[src/rtl/jpc_t1_pkg.sv]
`default_nettype none
// +------------------------------------------------------------------+
// | jpc_t1_pkg : shared tier-1 pass codes, stripe geometry, contexts |
// | Rev 1.0                                                          |
// +------------------------------------------------------------------+
package jpc_t1_pkg;

    localparam logic [1:0] PASS_SPP = 2'd0;
    localparam logic [1:0] PASS_MRP = 2'd1;
    localparam logic [1:0] PASS_CUP = 2'd2;

    localparam int STRIPE_H = 4;

    localparam int CTX_RUNLEN  = 0;
    localparam int CTX_UNIFORM = 18;
    localparam int CTX_MRP_LO  = 10;
    localparam int CTX_MRP_HI  = 12;
    localparam int CTX_SIGN_LO = 13;
    localparam int CTX_SIGN_HI = 17;

    typedef enum logic [1:0] {
        ST_IDLE = 2'd0,
        ST_RUN  = 2'd1,
        ST_FIN  = 2'd2
    } t1_state_e;

    // Row mask for the bottom stripe; a remainder of 0 means the stripe is full.
    function automatic logic [3:0] tail_mask(input logic [1:0] rem);
        case (rem)
            2'd1:    tail_mask = 4'b0001;
            2'd2:    tail_mask = 4'b0011;
            2'd3:    tail_mask = 4'b0111;
            default: tail_mask = 4'b1111;
        endcase
    endfunction

endpackage
`default_nettype wire

[src/rtl/t1_scan_counter.sv]
`default_nettype none
// +------------------------------------------------------------------+
// | t1_scan_counter : nested column/stripe position counter          |
// | Rev 1.0                                                          |
// +------------------------------------------------------------------+
module t1_scan_counter #(
    parameter int COL_W    = 6,
    parameter int STRIPE_W = 4
) (
    input  logic                clk,
    input  logic                rstn,
    input  logic                i_clr,
    input  logic                i_adv,
    input  logic [COL_W-1:0]    i_last_col,
    input  logic [STRIPE_W-1:0] i_last_stripe,
    output logic [COL_W-1:0]    o_col,
    output logic [STRIPE_W-1:0] o_stripe,
    output logic [COL_W-1:0]    o_col_nxt,
    output logic [STRIPE_W-1:0] o_stripe_nxt,
    output logic                o_wrap
);

    logic [COL_W-1:0]    r_col;
    logic [STRIPE_W-1:0] r_stripe;
    logic                w_col_wrap;

    assign w_col_wrap   = (r_col == i_last_col);
    assign o_wrap       = w_col_wrap && (r_stripe == i_last_stripe);
    assign o_col_nxt    = w_col_wrap ? '0 : r_col + COL_W'(1);
    assign o_stripe_nxt = !w_col_wrap ? r_stripe :
                          (o_wrap ? '0 : r_stripe + STRIPE_W'(1));

    always_ff @(posedge clk or negedge rstn) begin
        if (!rstn) begin
            r_col    <= '0;
            r_stripe <= '0;
        end else if (i_clr) begin
            r_col    <= '0;
            r_stripe <= '0;
        end else if (i_adv) begin
            r_col    <= o_col_nxt;
            r_stripe <= o_stripe_nxt;
        end
    end

    assign o_col    = r_col;
    assign o_stripe = r_stripe;

endmodule
`default_nettype wire

[src/rtl/t1_pass_scheduler.sv]
`default_nettype none
// +------------------------------------------------------------------+
// | t1_pass_scheduler : EBCOT tier-1 pass/plane/stripe-column sequencer |
// | Rev 1.0                                                          |
// +------------------------------------------------------------------+
module t1_pass_scheduler
    import jpc_t1_pkg::*;
#(
    parameter int DIM_W    = 7,
    parameter int COL_W    = 6,
    parameter int STRIPE_W = 4,
    parameter int PLANE_W  = 5
) (
    input  logic                clk,
    input  logic                rstn,
    input  logic                start,
    input  logic                abort,
    input  logic [DIM_W-1:0]    cb_cols,
    input  logic [DIM_W-1:0]    cb_rows,
    input  logic [PLANE_W-1:0]  num_planes,
    output logic                out_valid,
    input  logic                out_ready,
    output logic [1:0]          out_pass,
    output logic [PLANE_W-1:0]  out_plane,
    output logic [STRIPE_W-1:0] out_stripe,
    output logic [COL_W-1:0]    out_col,
    output logic [3:0]          out_rows_mask,
    output logic                out_pass_first,
    output logic                out_pass_last,
    output logic                busy,
    output logic                done
);

    t1_state_e           r_state;
    logic [COL_W-1:0]    r_last_col;
    logic [STRIPE_W-1:0] r_last_stripe;
    logic [3:0]          r_tail_mask;
    logic [1:0]          r_pass;
    logic [PLANE_W-1:0]  r_plane;
    logic [3:0]          r_mask;
    logic                r_first;
    logic                r_last;
    logic                r_valid;
    logic                r_busy;
    logic                r_done;

    logic [COL_W-1:0]    w_in_last_col;
    logic [STRIPE_W-1:0] w_in_last_stripe;
    logic [3:0]          w_in_tail;
    logic                w_zero;
    logic                w_start;
    logic                w_accept;
    logic [COL_W-1:0]    w_col;
    logic [STRIPE_W-1:0] w_stripe;
    logic [COL_W-1:0]    w_col_nxt;
    logic [STRIPE_W-1:0] w_stripe_nxt;
    logic                w_wrap;

    assign w_in_last_col    = COL_W'(cb_cols - DIM_W'(1));
    assign w_in_last_stripe = STRIPE_W'((cb_rows - DIM_W'(1)) / DIM_W'(STRIPE_H));
    assign w_in_tail        = tail_mask(cb_rows[1:0]);
    assign w_zero           = (cb_cols == '0) || (cb_rows == '0) || (num_planes == '0);
    assign w_start          = (r_state == ST_IDLE) && start;
    assign w_accept         = (r_state == ST_RUN) && r_valid && out_ready && !abort;

    t1_scan_counter #(
        .COL_W    (COL_W),
        .STRIPE_W (STRIPE_W)
    ) u_scan (
        .clk           (clk),
        .rstn          (rstn),
        .i_clr         (w_start),
        .i_adv         (w_accept),
        .i_last_col    (r_last_col),
        .i_last_stripe (r_last_stripe),
        .o_col         (w_col),
        .o_stripe      (w_stripe),
        .o_col_nxt     (w_col_nxt),
        .o_stripe_nxt  (w_stripe_nxt),
        .o_wrap        (w_wrap)
    );

    // first/last/mask are registered from the position the counter moves to.
    always_ff @(posedge clk or negedge rstn) begin
        if (!rstn) begin
            r_state       <= ST_IDLE;
            r_last_col    <= '0;
            r_last_stripe <= '0;
            r_tail_mask   <= '0;
            r_pass        <= '0;
            r_plane       <= '0;
            r_mask        <= '0;
            r_first       <= 1'b0;
            r_last        <= 1'b0;
            r_valid       <= 1'b0;
            r_busy        <= 1'b0;
            r_done        <= 1'b0;
        end else begin
            r_done <= 1'b0;
            if (r_state != ST_IDLE && abort) begin
                r_state <= ST_IDLE;
                r_valid <= 1'b0;
                r_busy  <= 1'b0;
            end else begin
                case (r_state)
                    ST_IDLE: begin
                        if (start) begin
                            r_last_col    <= w_in_last_col;
                            r_last_stripe <= w_in_last_stripe;
                            r_tail_mask   <= w_in_tail;
                            r_busy        <= 1'b1;
                            if (w_zero) begin
                                r_state <= ST_FIN;
                                r_done  <= 1'b1;
                            end else begin
                                r_state <= ST_RUN;
                                r_valid <= 1'b1;
                                r_pass  <= PASS_CUP;
                                r_plane <= num_planes - PLANE_W'(1);
                                r_first <= 1'b1;
                                r_last  <= (w_in_last_col == '0) && (w_in_last_stripe == '0);
                                r_mask  <= (w_in_last_stripe == '0) ? w_in_tail : 4'b1111;
                            end
                        end
                    end
                    ST_RUN: begin
                        if (w_accept) begin
                            if (w_wrap && r_pass == PASS_CUP && r_plane == '0) begin
                                r_state <= ST_FIN;
                                r_valid <= 1'b0;
                                r_done  <= 1'b1;
                            end else begin
                                if (w_wrap) begin
                                    if (r_pass == PASS_CUP) begin
                                        r_pass  <= PASS_SPP;
                                        r_plane <= r_plane - PLANE_W'(1);
                                    end else begin
                                        r_pass  <= r_pass + 2'd1;
                                    end
                                end
                                r_first <= (w_col_nxt == '0) && (w_stripe_nxt == '0);
                                r_last  <= (w_col_nxt == r_last_col) &&
                                           (w_stripe_nxt == r_last_stripe);
                                r_mask  <= (w_stripe_nxt == r_last_stripe) ? r_tail_mask : 4'b1111;
                            end
                        end
                    end
                    ST_FIN: begin
                        r_state <= ST_IDLE;
                        r_busy  <= 1'b0;
                    end
                    default: r_state <= ST_IDLE;
                endcase
            end
        end
    end

    assign out_valid      = r_valid;
    assign out_pass       = r_pass;
    assign out_plane      = r_plane;
    assign out_stripe     = w_stripe;
    assign out_col        = w_col;
    assign out_rows_mask  = r_mask;
    assign out_pass_first = r_first;
    assign out_pass_last  = r_last;
    assign busy           = r_busy;
    assign done           = r_done;

endmodule
`default_nettype wire

[config.mk]
export PLATFORM = sky130hd
export DESIGN_NAME = t1_pass_scheduler
export DESIGN_NICKNAME = d
export VERILOG_FILES = /design/src/rtl/jpc_t1_pkg.sv /design/src/rtl/t1_scan_counter.sv /design/src/rtl/t1_pass_scheduler.sv
export SDC_FILE = /design/constraint.sdc
export NUM_CORES = 1
export LEC_CHECK = 0
export CORE_ASPECT_RATIO = 1.2
export CORE_MARGIN = 2
export CORE_UTILIZATION = 35
export CTS_CLUSTER_SIZE = 16
export DETAILED_ROUTE_END_ITERATION = 7
export GPL_TIMING_DRIVEN = 0
export HOLD_SLACK_MARGIN = 0.03
export SLEW_MARGIN = 10
export SYNTH_ARGS = -nofsm -noshare
export SYNTH_HDL_FRONTEND = slang
export SYNTH_HIERARCHICAL = 1
export SYNTH_SLANG_ARGS = --single-unit
[constraint.sdc]
create_clock -name clk -period 2.3 [get_ports clk]
set_input_delay 0.23 -clock clk [delete_from_list [all_inputs] [get_ports clk]]
set_output_delay 0.23 -clock clk [all_outputs]
set_load 0.03 [all_outputs]
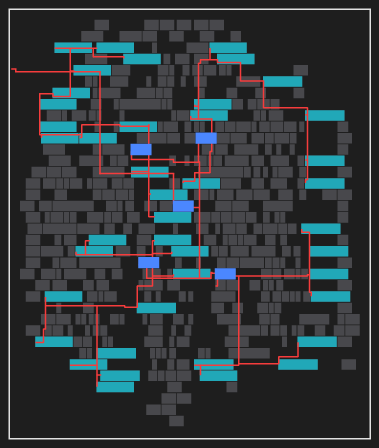
Fig. 1. Routed clock nets over the placement (run 1).
legend:
  cyan:
    item: flip-flops
    count: 42
  blue:
    item: cells driving clock nets
    count: 5
  red:
    item: clock wires
    length: 577 µm
flops lie: all over the die
routed clock nets: 6
Latency at later pin: 0.29 ns
Power Clock: 588 µW
Clk pwr share: 0.193

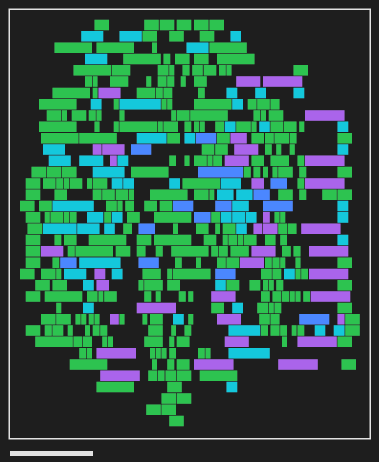
Fig. 2. Cells by drive strength (run 1).
Scale bar: 20 µm.
legend:
  blue:
    size: drive 6 and up
    cells: 14
    share: 3.4%
  purple:
    size: drive 2
    cells: 36
    share: 8.9%
  green:
    size: drive 1 or less
    cells: 300
    share: 74%
  cyan:
    size: drive 3 to 4
    cells: 56
    share: 14%
design area: 4130 µm²
area delta synth->final: 44.6%
final setup margin: -0.176 ns
non-clock buffer count: 96

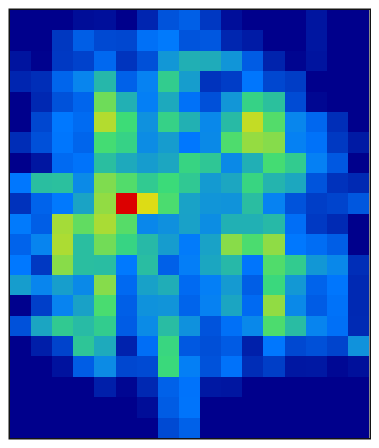
Fig. 3. Routed metal per tile (run 1).
The die is cut into 17 by 21 equal tiles; dark blue is low, red is high, scaled to the fullest tile. Values are wire area over tile area, all layers added.
nearly empty tiles: 22%
mean over tiles: 0.14
tiles over half the peak: 8.7%
fullest tile: 0.61
Vias: 2671
WL final: 7930 µm

==> run 1: report_power, final <==
part	leakage [µW]	internal, µW	switching, µW
clock	0.0000514	324	264
combinational	0.00116	698	707
sequential	0.000484	882	177
==> run 1: placed cells by master (no fill, tap or decap), types with 3 or more instances in the layout <==
cell type / Yosys / layout
or4b_1: 4 / 3
a211o_1: 4 / 4
clkbuf_8: 0 / 5
ha_1: 9 / 8
o21a_1: 5 / 5
o21ai_0: 15 / 15
o22ai_1: 3 / 3
a31oi_1: 4 / 4
mux2_4: 0 / 8
xnor2_1: 23 / 16
buf_6: 2 / 6
a32o_1: 4 / 3
nand2_1: 31 / 29
xor2_1: 9 / 9
and2_1: 3 / 3
dfrtp_1: 42 / 28
clkbuf_1: 7 / 5
buf_4: 1 / 32
inv_1: 15 / 15
a21oi_1: 15 / 15
xnor2_2: 2 / 8
nor2_1: 31 / 29
mux2i_1: 5 / 4
nor3_1: 10 / 10
clkdlybuf4s50_1: 0 / 48
o21ai_1: 6 / 5
nor4_1: 6 / 6
nand3_1: 7 / 6
nand4_1: 4 / 4
dfrtp_2: 0 / 14
==> run 1: area by class of cell <==
type                            count  area (µm²)  share of cell area
Clock inverter                      2        37.5             0.00910
Inverter                           15        56.3              0.0136
Timing Repair Buffer               86         798               0.194
Buffer                             10        70.1              0.0170
Tap cell                           95         119              0.0288
Multi-Input combinational cell    245        1900               0.461
Clock buffer                        6        72.6              0.0176
Sequential cell                    42        1070               0.259
==> run 1: through the flow <==
stage	hold slack (ns)	setup WS (ns)	util
after floorplan	-0.0656	-0.211	-
after global placement	0.457	-0.395	0.443
after detailed placement	0.152	-0.426	0.444
after CTS	0.371	-0.123	0.494
after global routing	0.404	-0.254	0.515
final	0.371	-0.176	0.515
==> Slide: Implementation Results, run 1 <==
Key Metrics from the Run

Global route
  • Met3 Use GR: 0.0248
  • Grt ovf: 0
  • Busiest grt layer: met2
  • Pin count of the biggest net entering global routing: 31
  • Vias in the first global route: 2487
  • Grt met2 use: 0.305
  • M1 GR Usage: 0.235

CTS
  • Root buf cell: clkbuf_8
  • CTS Sinks: 42
  • CTS tree: done
  • Cts-stage hold buffer count: 1
  • CTS buffer count: 5
  • CTS H-tree depth: 2
  • CTS Buffer Depth: 2
  • Post-CTS setup buffers: 27

Yosys
  • Synth Net Count: 347
  • Yosys aoi share: 0.185
  • XOR-XNOR Cells, Area Fraction: 0.110
  • Yosys chip area: 2850 µm²
  • Yosys Warn Count: 6
  • Dominant cell area share: 0.368
  • Main flop type: dfrtp_1
  • EDFF count, synth: 0
  • Register area share after synthesis: 0.368
  • Synth logic family: simple AND/OR/NAND/NOR gates
  • Simple-Gate Area Share: 0.205
  • Cell Type Count: 53
  • Adder share: 0.0395
  • Most common cell in the netlist: dfrtp_1
  • Mux cell area share: 0.0491
  • Leading area contributor after synthesis: dfrtp_1
  • Syn Inst Count: 314
  • Synthesized cell area: 2850 µm²

Floorplanning
  • Chip width: 86.4 µm
  • Die Y: 103 µm
  • Core area: 8020 µm²
  • I/O pin cnt: 50
  • Initial Util: 0.356
  • Die area: 8890 µm²
  • Site row count: 36

Route
  • Total length of routed met2 wires: 3970 µm
  • Via density: 5.33
  • Routed length on met1: 3600 µm
  • Top routing layer used: met4
  • DRT iter0 DRCs: 70
  • Per-cell routed wire length: 15.8 µm
  • Met3 wire len: 251 µm
  • Router iterations before antenna repair: 4
  • ANT nets after route: 0

Setup path
  • Critical Path Source: r_last_stripe[1]
  • Critical Path AT: 2.66 ns
  • Worst Path Required: 2.49 ns
  • Worst-path fanout max: 7
  • Critical Path Stages: 10
  • WS Path Type: flip-flop to flip-flop
  • Delay-heaviest family, CP: AND-OR/OR-AND gates
  • Worst Reg2Reg Path Length in Cells: 10
  • Crit path buf inv count: 2
  • Worst setup path end: out_rows_mask[3]
  • Setup crit start kind: flip-flop
  • Slowest stage cell, crit path: dfrtp_1
  • Critical Path Max Stage Delay: 0.42 ns
  • Critical Path Sink Type: flip-flop
  • Reg2reg setup slack: -0.18 ns
  • Critical path, cell by cell: xnor2_1, nand4_1, buf_6, a211o_1, a32o_2, xnor2_1, nand4_1, buf_6, o32a_1, mux2_4

Final timing
  • Final worst-path cycle share: 1.08
  • Final Hold Viols: 0
  • Slew @ Worst Pin: 0.484 ns
  • Max Clock Skew: 0.00425 ns
  • Final setup margin: -0.176 ns
  • F_max: 0.404 GHz
  • Final setup TNS: -0.955 ns
  • Endpoints failing setup: 10
  • RSZ-0062 raised after global routing: yes
  • Slew Viols, Final: 0

Final layout
  • Fin cells: 501
  • Layout cells sized above 1: 0.261
  • Nets: 438
  • Ant. Diodes: 0

Power
  • Final total power: 3050 µW
  • VDD IR-drop max: 0.000537 V
  • Power Dens Cells: 740 nW/µm²

Placed design
  • PortBufs: 49
  • Area of placed instances: 3560 µm²
  • Placed insts: 459
  • DP Wirelength: 5450 µm

Hold path
  • Worst min path class: primary input to async pin

Run status
  • Outcome: finished, violations left
  • Violated checks: negative setup slack
==> run 1 -> run 2 <==
GPL_ROUTABILITY_DRIVEN = 0   (was unset)
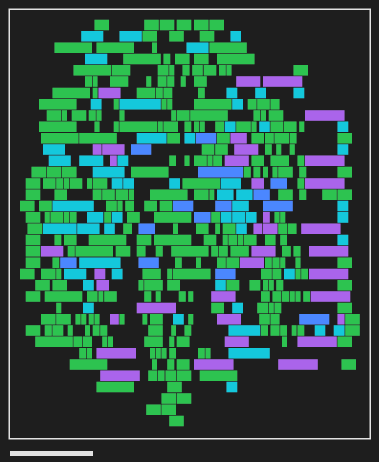
Fig. 4. Cells by drive strength (run 2).
Scale bar: 20 µm.
legend:
  blue:
    size: drive 6 and up
    cells: 14
    share: 3.4%
  cyan:
    size: drive 3 to 4
    cells: 56
    share: 14%
  purple:
    size: drive 2
    cells: 36
    share: 8.9%
  green:
    size: drive 1 or less
    cells: 300
    share: 74%

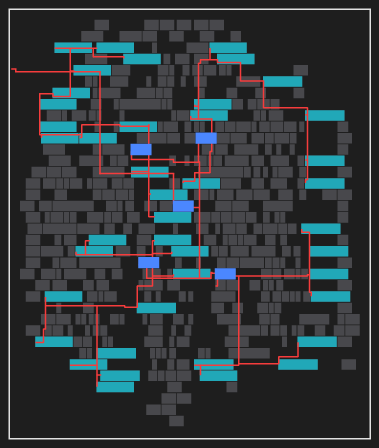
Fig. 5. Routed clock nets over the placement (run 2).
Max Clock Skew: 0.00425 ns

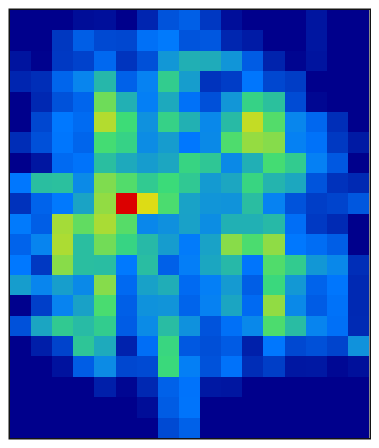
Fig. 6. Routed metal per tile (run 2).
The die is cut into 17 by 21 equal tiles; dark blue is low, red is high, scaled to the fullest tile. Values are wire area over tile area, all layers added.
mean over tiles: 0.14
fullest tile: 0.61
nearly empty tiles: 22%
tiles over half the peak: 8.7%
per-cell routed wire length: 15.8 µm
Tot GR Track Use: 0.179

==> run 2 against run 1 <==
The flow still finishes with violations (negative setup slack). Sequential power is essentially flat. Flip-flop count is the same. Clock-buffer cell count is the same.
==> Slide: Implementation Results, run 2 <==
Key Metrics from the Run

Run status
  • Outcome: finished, violations left
  • Violated checks: negative setup slack

Setup path
  • Reg2reg setup slack: -0.18 ns (about the same)
  • Crit path buf inv count: 2 (unchanged)
  • Critical Path Sink Type: flip-flop
  • Setup crit start kind: flip-flop
  • Delay-heaviest family, CP: AND-OR/OR-AND gates
  • Slowest stage cell, crit path: dfrtp_1
  • Critical path, cell by cell: xnor2_1, nand4_1, buf_6, a211o_1, a32o_2, xnor2_1, nand4_1, buf_6, o32a_1, mux2_4
  • Worst Reg2Reg Path Length in Cells: 10 (unchanged)
  • Critical Path AT: 2.66 ns (about the same)

Yosys
  • Main flop type: dfrtp_1
  • Yosys chip area: 2850 µm² (unchanged)
  • Register area share after synthesis: 0.368 (unchanged)
  • Synth Net Count: 347 (unchanged)
  • EDFF count, synth: 0 (unchanged)
  • Most common cell in the netlist: dfrtp_1
  • Dominant cell area share: 0.368 (unchanged)
  • Syn Inst Count: 314 (unchanged)
  • Synthesized cell area: 2850 µm² (unchanged)

Final layout
  • Non-clock buffer count: 96 (unchanged)
  • Comb area share: 0.461 (unchanged)
  • Max-area cell class: logic gates
  • Most frequent cells in the layout: clkdlybuf4s50_1, buf_4, nor2_1, nand2_1, dfrtp_1
  • Combinational gates: 245 (unchanged)
  • Ant. Diodes: 0 (unchanged)
  • Final clock-cell share: 0.0267 (unchanged)
  • Gate Area: 1900 µm² (unchanged)
  • Layout cells sized above 1: 0.261 (unchanged)
  • Final sequential cell count: 42 (unchanged)
  • Flop share of the area: 0.259 (unchanged)
  • Inverter count: 15 (unchanged)
  • Register area: 1070 µm² (unchanged)
  • Most frequent logic cell in the layout: clkdlybuf4s50_1

Final timing
  • Final setup margin: -0.176 ns (unchanged)
  • RSZ-0062 raised after global routing: yes
  • F_max: 0.404 GHz (unchanged)
  • Worst Hold Slack: 0.371 ns (unchanged)
  • Slew Viols, Final: 0 (unchanged)
  • Final Hold Viols: 0 (unchanged)
  • Endpoints failing setup: 10 (unchanged)

Power
  • Sequential share of power: 0.347 (about the same)
  • Sw Pwr: 1150 µW (unchanged)
  • Power Dens Cells: 740 nW/µm² (unchanged)
  • Power Internal: 1900 µW (unchanged)
  • VDD IR-drop max: 0.000537 V (unchanged)
  • Clk pwr share: 0.193 (about the same)
  • Logic pwr share: 0.460 (about the same)

CTS
  • CTS buffer count: 5 (unchanged)
  • CTS Buffer Depth: 2 (unchanged)
  • Latency at later pin: 0.29 ns (about the same)
  • CTS tree: done

Floorplanning
  • Chip width: 86.4 µm (unchanged)
  • Initial Util: 0.356 (unchanged)
  • Die area: 8890 µm² (unchanged)
  • Core area: 8020 µm² (unchanged)

Route
  • Via density: 5.33 (unchanged)
  • Vias: 2671 (unchanged)
  • WL final: 7930 µm (unchanged)
  • DRT iter0 DRCs: 70 (unchanged)
  • Router iterations before antenna repair: 4 (unchanged)

Global route
  • Grt ovf: 0 (unchanged)
  • Pin count of the biggest net entering global routing: 31 (unchanged)
  • Vias in the first global route: 2487 (unchanged)

Hold path
  • Worst min path class: primary input to async pin

Placed design
  • DP Wirelength: 5450 µm (unchanged)
  • PortBufs: 49 (unchanged)
## run 2: cell counts after synthesis
Identical to the previous run, type by type.
## run 2: how the worst max path moves through the flow
stage                       endpoint  slack, ns  cells after the start               start
finish              out_rows_mask[3]      -0.18                     10    r_last_stripe[1]
global route        out_rows_mask[3]      -0.25                     10  u_scan/o_stripe[0]
CTS                 out_rows_mask[3]      -0.12                     10       r_last_col[2]
detailed placement      out_plane[4]      -0.43                     10          r_state[1]
global placement    out_rows_mask[3]      -0.40                      9     u_scan/o_col[2]
floorplan               out_plane[0]      -0.21                     11     u_scan/o_col[3]
## run 2: per-stage QoR
stage	instances	power, µW	utilization	instance area (µm²)
3_3_place_gp	458	2190	0.443	3550
2_1_floorplan	314	1810	-	2940
4_1_cts	493	2950	0.494	3960
5_1_grt	501	3230	0.515	4130
3_5_place_dp	459	2200	0.444	3560
6_report	501	3050	0.515	4130
## run 2: routing by layer
layer,up-vias,share of wire,track usage
met3,11,0.032,0.0248
met4,0,0.013,0.0553
met1,1299,0.45,0.235
met2,55,0.50,0.305
met5,-,0,0
li1,1306,-,-
## run 2: cell families after synthesis
| kind of cell | share of synthesized area |
|---|---|
| buffers and inverters | 0.0430 |
| adders and majority gates | 0.0395 |
| muxes | 0.0491 |
| DFF | 0.368 |
| xor gates and xnor gates | 0.110 |
| and+or+nand+nor | 0.205 |
| AOI/OAI and AO/OA | 0.185 |
## run 2: power groups by stage
stage	Clock (µW)	Sequential, µW	Combinational [µW]
2_1_floorplan	0	1190	626
3_3_place_gp	0	1060	1120
4_1_cts	607	1040	1300
5_1_grt	634	1080	1510
6_report	588	1060	1410
3_5_place_dp	0	1070	1140
## run 2: timing repair
action,CTS,global route
setup endpoints to repair,14,17
pin swaps,13,13
setup buffers,27,8
endpoints found under the hold margin,12,0
hold buffers,1,0
resized,25,22
==> run 2 -> run 3 <==
CAP_MARGIN = 20   (was unset)
CTS_CLUSTER_DIAMETER = 200   (was unset)
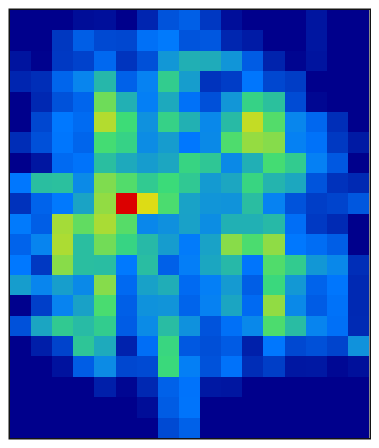
Fig. 7. Routed metal per tile (run 3).
The die is cut into 17 by 21 equal tiles; dark blue is low, red is high, scaled to the fullest tile. Values are wire area over tile area, all layers added.

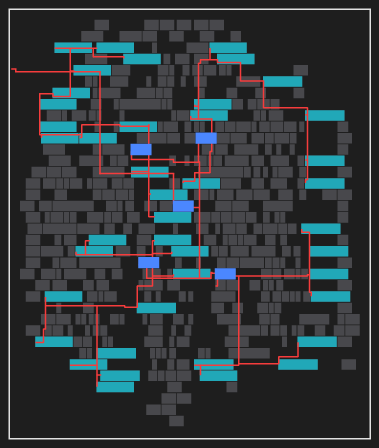
Fig. 8. Routed clock nets over the placement (run 3).
legend:
  blue:
    item: cells driving clock nets
    count: 5
  cyan:
    item: flip-flops
    count: 42
  red:
    item: clock wires
    length: 577 µm
routed clock nets: 6
flops lie: all over the die

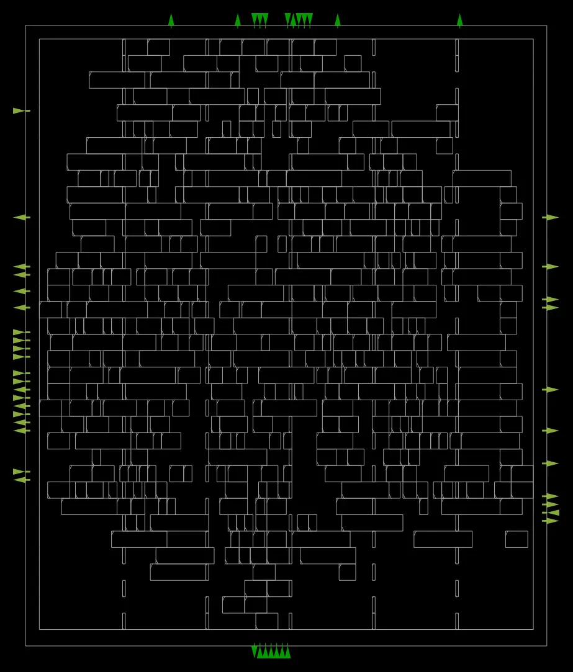
Fig. 9. Placed standard cells (run 3).
flop share of the area: 0.259
# fillers: 771
core area: 8020 µm²
final sequential cell count: 42

==> run 3 against run 2 <==
The run still ends with negative setup slack left. Critical path type unchanged. Clock skew is the same. Synthesized cell count unchanged. Non-clock buffer count did not move. Power is the same. Worst hold slack unchanged. Via count stayed put. Die area unchanged. Critical path depth did not move. Clock power is essentially flat. Wire length unchanged. Flip-flop count is the same. Synthesized area unchanged.
==> Slide: Implementation Results, run 3 <==
Key Metrics from the Run

Setup path
  • Worst Reg2Reg Path Length in Cells: 10 (unchanged)
  • Setup crit start kind: flip-flop
  • Delay-heaviest family, CP: AND-OR/OR-AND gates
  • Critical Path Sink Type: flip-flop
  • Critical Path Source: r_last_stripe[1]
  • Crit path buf inv count: 2 (unchanged)

Final timing
  • Endpoints failing setup: 10 (unchanged)
  • Slew Viols, Final: 0 (unchanged)
  • Final setup margin: -0.176 ns (unchanged)
  • Final Hold Viols: 0 (unchanged)

Power
  • Final total power: 3050 µW (unchanged)
  • Sequential share of power: 0.347 (about the same)
  • Power Dens Cells: 740 nW/µm² (unchanged)
  • Clk pwr share: 0.193 (about the same)

Yosys
  • Synth logic family: simple AND/OR/NAND/NOR gates
  • Synth Net Count: 347 (unchanged)
  • XOR-XNOR Cells, Area Fraction: 0.110 (unchanged)
  • Simple-Gate Area Share: 0.205 (unchanged)
  • Yosys aoi share: 0.185 (unchanged)
  • Main flop type: dfrtp_1

Global route
  • M1 GR Usage: 0.235 (unchanged)
  • Tot GR Track Use: 0.179 (unchanged)
  • Met3 Use GR: 0.0248 (unchanged)

Route
  • Vias: 2671 (unchanged)
  • Total length of routed met2 wires: 3970 µm (unchanged)
  • Routed length on met1: 3600 µm (unchanged)
  • Per-cell routed wire length: 15.8 µm (unchanged)
  • Router iterations before antenna repair: 4 (unchanged)
  • WL final: 7930 µm (unchanged)
  • Top routing layer used: met4

Placed design
  • DP Wirelength: 5450 µm (unchanged)
  • Placed insts: 459 (unchanged)
  • PortBufs: 49 (unchanged)

Final layout
  • Most frequent logic cell in the layout: clkdlybuf4s50_1

Run status
  • Outcome: finished, violations left
  • Violated checks: negative setup slack

Floorplanning
  • Chip width: 86.4 µm (unchanged)

Hold path
  • Worst min path class: primary input to async pin

CTS
  • CTS buffer count: 5 (unchanged)
[run 3: cell counts in the layout (fill, tap and decap cells not counted)]
Identical to the previous run, type by type.
[run 3: power by group through the flow]
| stage | registers, µW | clock network (µW) | logic, µW |
|---|---|---|---|
| final | 1060 | 588 | 1410 |
| after global routing | 1080 | 634 | 1510 |
| after detailed placement | 1070 | 0 | 1140 |
| after global placement | 1060 | 0 | 1120 |
| after CTS | 1040 | 607 | 1300 |
| after floorplan | 1190 | 0 | 626 |
[run 3: cell type report]
| type | instances | area, µm² |
|---|---|---|
| buffer | 10 | 70.1 |
| clock buffer | 6 | 72.6 |
| clock inverter | 2 | 37.5 |
| fill | 771 | 3890 |
| inverter | 15 | 56.3 |
| multi-input combinational | 245 | 1900 |
| sequential | 42 | 1070 |
| tap | 95 | 119 |
| timing repair buffer | 86 | 798 |
[run 3: how the worst max path moves through the flow]
stage / endpoint / slack (ns) / cells past startpoint
final: out_rows_mask[3] / -0.18 / 10
after global routing: out_rows_mask[3] / -0.25 / 10
after CTS: out_rows_mask[3] / -0.12 / 10
after detailed placement: out_plane[4] / -0.43 / 10
after global placement: out_rows_mask[3] / -0.40 / 9
after floorplan: out_plane[0] / -0.21 / 11
[run 3: worst register-to-register path, cell delays in order (launching register included)]
cell	delay, ns
dfrtp_1	0.42
xnor2_1	0.20
nand4_1	0.20
buf_6	0.19
a211o_1	0.28
a32o_2	0.24
xnor2_1	0.13
nand4_1	0.12
buf_6	0.16
o32a_1	0.17
mux2_4	0.27
[run 3: timing repair]
| action | CTS | global route |
|---|---|---|
| endpoints found under the hold margin | 12 | 0 |
| hold buffers | 1 | 0 |
| resized | 25 | 22 |
| pin swaps | 13 | 13 |
| setup buffers | 27 | 8 |
| endpoints found under the setup margin | 14 | 17 |
No activity file was given, so power comes from the tool's default toggle rates.
